`src/rtl/alarm_timer_pkg.sv`:
```
// Shared definitions for the alarm timer and the alarm FSM: interval indices,
// timer state encoding and default interval lengths in seconds.
package alarm_timer_pkg;

    localparam int unsigned TW_DEF        = 4;
    localparam int unsigned NUM_PARAMS    = 4;

    localparam int unsigned DEF_ARM_SEC       = 6;
    localparam int unsigned DEF_DRIVER_SEC    = 8;
    localparam int unsigned DEF_PASSENGER_SEC = 15;
    localparam int unsigned DEF_ALARM_ON_SEC  = 10;

    localparam logic [1:0] IDX_ARM       = 2'd0;
    localparam logic [1:0] IDX_DRIVER    = 2'd1;
    localparam logic [1:0] IDX_PASSENGER = 2'd2;
    localparam logic [1:0] IDX_ALARM_ON  = 2'd3;

    typedef enum logic [1:0] {
        ST_IDLE   = 2'b00,
        ST_COUNT  = 2'b01,
        ST_EXPIRE = 2'b10
    } timer_state_e;

endpackage

```
`src/rtl/alarm_timer_ctrl_regfile.sv`:
```
// Four programmable interval registers with a single write port, a
// combinational read port for the countdown loader and a write acknowledge.
module time_param_regfile
    import alarm_timer_pkg::*;
#(
    parameter int unsigned TW            = TW_DEF,
    parameter int unsigned DEF_ARM       = DEF_ARM_SEC,
    parameter int unsigned DEF_DRIVER    = DEF_DRIVER_SEC,
    parameter int unsigned DEF_PASSENGER = DEF_PASSENGER_SEC,
    parameter int unsigned DEF_ALARM_ON  = DEF_ALARM_ON_SEC
) (
    input  logic          clk,
    input  logic          rst,
    input  logic          prog_en,
    input  logic [1:0]    prog_sel,
    input  logic [TW-1:0] prog_val,
    input  logic [1:0]    rd_sel,
    output logic [TW-1:0] rd_val_c,
    output logic          prog_ack
);

    logic [TW-1:0] param_q [NUM_PARAMS];
    logic [TW-1:0] param_d [NUM_PARAMS];
    logic          prog_ack_q;
    logic          prog_ack_d;

    always_comb begin
        param_d    = param_q;
        prog_ack_d = prog_en;
        if (prog_en) begin
            param_d[prog_sel] = prog_val;
        end
    end

    always_ff @(posedge clk) begin
        if (!rst) begin
            param_q[IDX_ARM]       <= TW'(DEF_ARM);
            param_q[IDX_DRIVER]    <= TW'(DEF_DRIVER);
            param_q[IDX_PASSENGER] <= TW'(DEF_PASSENGER);
            param_q[IDX_ALARM_ON]  <= TW'(DEF_ALARM_ON);
            prog_ack_q             <= 1'b0;
        end else begin
            param_q    <= param_d;
            prog_ack_q <= prog_ack_d;
        end
    end

    // Read reflects the pre-write value, so a same-edge start loads the old interval.
    assign rd_val_c = param_q[rd_sel];
    assign prog_ack = prog_ack_q;

endmodule

```
`src/rtl/alarm_timer_ctrl.sv`:
```
// Seconds countdown sequencer for the alarm FSM: loads a programmable
// interval on start, decrements on the 1 Hz tick and pulses expired once.
module alarm_timer_ctrl
    import alarm_timer_pkg::*;
#(
    parameter int unsigned TW            = TW_DEF,
    parameter int unsigned DEF_ARM       = DEF_ARM_SEC,
    parameter int unsigned DEF_DRIVER    = DEF_DRIVER_SEC,
    parameter int unsigned DEF_PASSENGER = DEF_PASSENGER_SEC,
    parameter int unsigned DEF_ALARM_ON  = DEF_ALARM_ON_SEC
) (
    input  logic          clk,
    input  logic          rst,
    input  logic          tick_1hz,
    input  logic          start_timer,
    input  logic [1:0]    interval_sel,
    input  logic          cancel_timer,
    input  logic          prog_en,
    input  logic [1:0]    prog_sel,
    input  logic [TW-1:0] prog_val,
    output logic          expired,
    output logic          busy,
    output logic [TW-1:0] remaining,
    output logic          prog_ack
);

    timer_state_e  state_q, state_d;
    logic [TW-1:0] remaining_q, remaining_d;
    logic          expired_q, expired_d;
    logic          busy_q, busy_d;
    logic [TW-1:0] load_val_c;

    time_param_regfile #(
        .TW            (TW),
        .DEF_ARM       (DEF_ARM),
        .DEF_DRIVER    (DEF_DRIVER),
        .DEF_PASSENGER (DEF_PASSENGER),
        .DEF_ALARM_ON  (DEF_ALARM_ON)
    ) u_params (
        .clk      (clk),
        .rst      (rst),
        .prog_en  (prog_en),
        .prog_sel (prog_sel),
        .prog_val (prog_val),
        .rd_sel   (interval_sel),
        .rd_val_c (load_val_c),
        .prog_ack (prog_ack)
    );

    // Next state: cancel beats start, start beats tick; a zero interval expires immediately.
    always_comb begin
        state_d     = state_q;
        remaining_d = remaining_q;
        if (cancel_timer) begin
            state_d     = ST_IDLE;
            remaining_d = '0;
        end else if (start_timer) begin
            remaining_d = load_val_c;
            state_d     = (load_val_c != '0) ? ST_COUNT : ST_EXPIRE;
        end else begin
            case (state_q)
                ST_COUNT: begin
                    if (tick_1hz) begin
                        if (remaining_q > TW'(1)) begin
                            remaining_d = remaining_q - TW'(1);
                        end else begin
                            remaining_d = '0;
                            state_d     = ST_EXPIRE;
                        end
                    end
                end
                ST_EXPIRE: state_d = ST_IDLE;
                default:   state_d = ST_IDLE;
            endcase
        end
        expired_d = (state_d == ST_EXPIRE);
        busy_d    = (state_d != ST_IDLE);
    end

    always_ff @(posedge clk) begin
        if (!rst) begin
            state_q     <= ST_IDLE;
            remaining_q <= '0;
            expired_q   <= 1'b0;
            busy_q      <= 1'b0;
        end else begin
            state_q     <= state_d;
            remaining_q <= remaining_d;
            expired_q   <= expired_d;
            busy_q      <= busy_d;
        end
    end

    assign expired   = expired_q;
    assign busy      = busy_q;
    assign remaining = remaining_q;

endmodule

```
`config.mk`:
```
export PLATFORM = sky130hd
export DESIGN_NAME = alarm_timer_ctrl
export DESIGN_NICKNAME = d
export VERILOG_FILES = /design/src/rtl/alarm_timer_pkg.sv /design/src/rtl/alarm_timer_ctrl_regfile.sv /design/src/rtl/alarm_timer_ctrl.sv
export SDC_FILE = /design/constraint.sdc
export NUM_CORES = 1
export LEC_CHECK = 0
export ABC_AREA = 1
export CAP_MARGIN = 30
export CORE_MARGIN = 1.5
export CORE_UTILIZATION = 30
export CTS_BUF_LIST = sky130_fd_sc_hd__clkbuf_2 sky130_fd_sc_hd__clkbuf_4 sky130_fd_sc_hd__clkbuf_8
export CTS_CLUSTER_SIZE = 12
export DETAILED_ROUTE_END_ITERATION = 10
export MAX_ROUTING_LAYER = met4
export PLACE_DENSITY = 0.51
export SLEW_MARGIN = 10
export SYNTH_ARGS = -nofsm -noshare
export SYNTH_HDL_FRONTEND = slang
export SYNTH_HIERARCHICAL = 1
export SYNTH_SLANG_ARGS = --single-unit
```
`constraint.sdc`:
```
create_clock -name clk -period 1.3 [get_ports clk]
set_clock_uncertainty 0.2 [all_clocks]
set_input_delay 0.13 -clock clk [delete_from_list [all_inputs] [get_ports clk]]
set_output_delay 0.13 -clock clk [all_outputs]
set_load 0.02 [all_outputs]
```
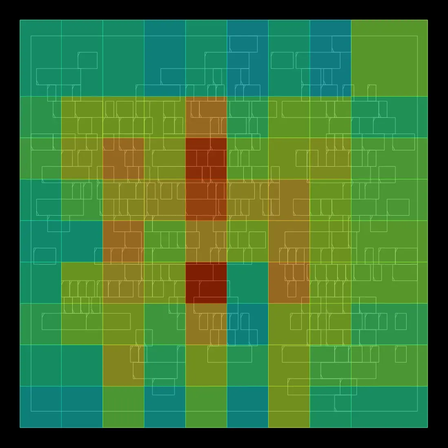
Fig. 1. Track usage over the die.
gr busiest metal: met2
met3 usage: 1.97%
Final Core Density: 45.7%
M2 GR Usage: 28.4%

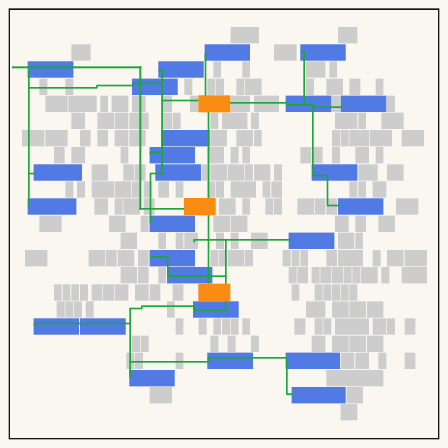
Fig. 2. Clock wires, drivers and flops.
[blue] flip-flops | count: 25
[orange] clock drivers | count: 3
[green] clock wires | length: 338 um
flops lie: widely spread
routed clock nets: 4

==> reports/qor.yml <==
synth:
  top_cells_by_area: "dfxtp_1 (40%), nand2_1 (16%), inv_1 (8.3%), nand3_1 (8.3%), nor2_1 (5.6%)"
  yosysWarningCount: 6
  ys_dominant_reg_cell: "dfxtp_1"
  ys_area_sq_mm: 0.00126
  synth_top_area_share_pct: 39.6
  synthesis.area_sq_mm: 0.00126
  synthCells: 191
  top_cell: "nand2_1"
  syn_nets: 207
  ys_types: 21
  synthTopCellsByCount: "nand2_1 (55), inv_1 (28), dfxtp_1 (25)"
clocking:
  cts_hold_buf: 0
  clockRootBuffer: "clkbuf_8"
  post_cts_buffers: 3
timing:
  finalSetupViolations: 4
  rsz0062_at_grt: "yes"
  finalCritPeriodShare_pct: 104
  fmax_ghz: 0.737
  report.final.hold_viol_count: 0
  setup_ws_ns: -0.0561
die:
  chipArea_sq_mm: 0.00462
  fp.dieH_um: 67.9
critical_path:
  worstSetupPathType: "flip-flop to flip-flop"
  crit_fanout: 4
  cp_data_required_time_ns: 1.31
  startpoint_type: "flip-flop"
  startpoint: "remaining[0]"
  crit_path_end: "remaining[3]"
pwr:
  ir_worst_vdd_uv: 315
  power.switching_mw: 0.465
run_status:
  status: "finished with violations"
  violations: "negative setup slack"
final_layout:
  nets: 257
  drive_gt1_share_pct: 28.3
worst_hold_path:
  hp-class: "primary input to flip-flop"
route:
  drt-vias-per-instance: 4.60
grt:
  grt_max_degree: 18
placement:
  io_buffers: 20
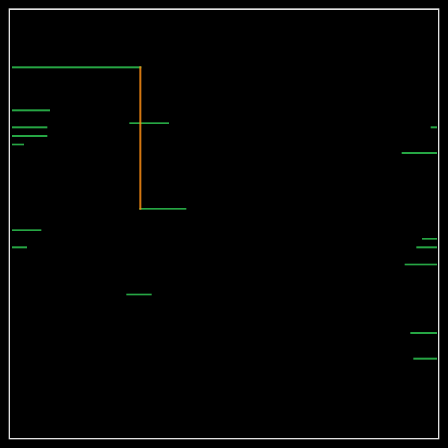
Fig. 3. Wiring by layer.
Two of the layers only.
| color | layer | wire length |
|---|---|---|
| green | metal 3 | 84.6 um |
| orange | metal 4 | 22.4 um |
total wire length: 3.09 mm
routed vias: 1333
Total GRT Usage: 15.9%
post-DR wirelength/cell: 10.7 um

-- cell type report --
type                       count  area (sq um)
multi-input combinational    130           664
sequential                    25           512
timing repair buffer          52           443
tap                           50          62.6
clock inverter                 1          6.26
clock buffer                   3          41.3
fill                         437          2190
inverter                      29           114
-- power groups by stage --
stage	Combinational [mW]	Clock, mW	Sequential (mW)
2_1_floorplan	0.172	0	0.845
3_3_place_gp	0.334	0	0.837
3_5_place_dp	0.339	0	0.838
4_1_cts	0.351	0.508	0.819
5_1_grt	0.412	0.520	0.825
6_report	0.364	0.477	0.821
-- metal layers --
metal | global-route usage (%) | part of all wire [%] | routed length, um | vias to the layer above
li1 | - | - | - | 710
met1 | 18.4 | 45 | 1400 | 603
met2 | 28.4 | 51 | 1580 | 18
met3 | 1.97 | 2.7 | 84 | 2
met4 | 5.25 | 0.71 | 22 | 0
met5 | - | 0 | 0 | -
-- registers in the layout (all words and copies together) (netlist names) --
name,count
busy,1
u_params/param_q,16
remaining,4
expired,1
u_params/prog_ack,1
state_q,2
-- cells by family (layout without fill, tap and decap cells) --
| kind of cell | count (synthesis) | after routing | synth area share, % |
|---|---|---|---|
| flops | 25 | 25 | 39.6 |
| buf+inv | 36 | 85 | 11.3 |
| compound gates | 19 | 19 | 9.40 |
| simple gates | 109 | 109 | 37.8 |
| fa+ha+maj | 2 | 2 | 1.98 |
-- tightest hold or removal path, cell delays in order --
cell	delay [ns]
dlymetal6s2s_1	0.19
nand3_2	0.16
nand2_1	0.07
nand3_1	0.07
-- metrics by stage --
stage               utilization [%]  instances  TNS [ns]
floorplan                         -        191    -0.149
global placement               42.3        278     -4.93
detailed placement             42.3        278     -5.32
CTS                            44.5        286    -0.234
global route                   45.7        290    -0.728
finish                         45.7        290    -0.166
No activity file was given, so power comes from the tool's default toggle rates.
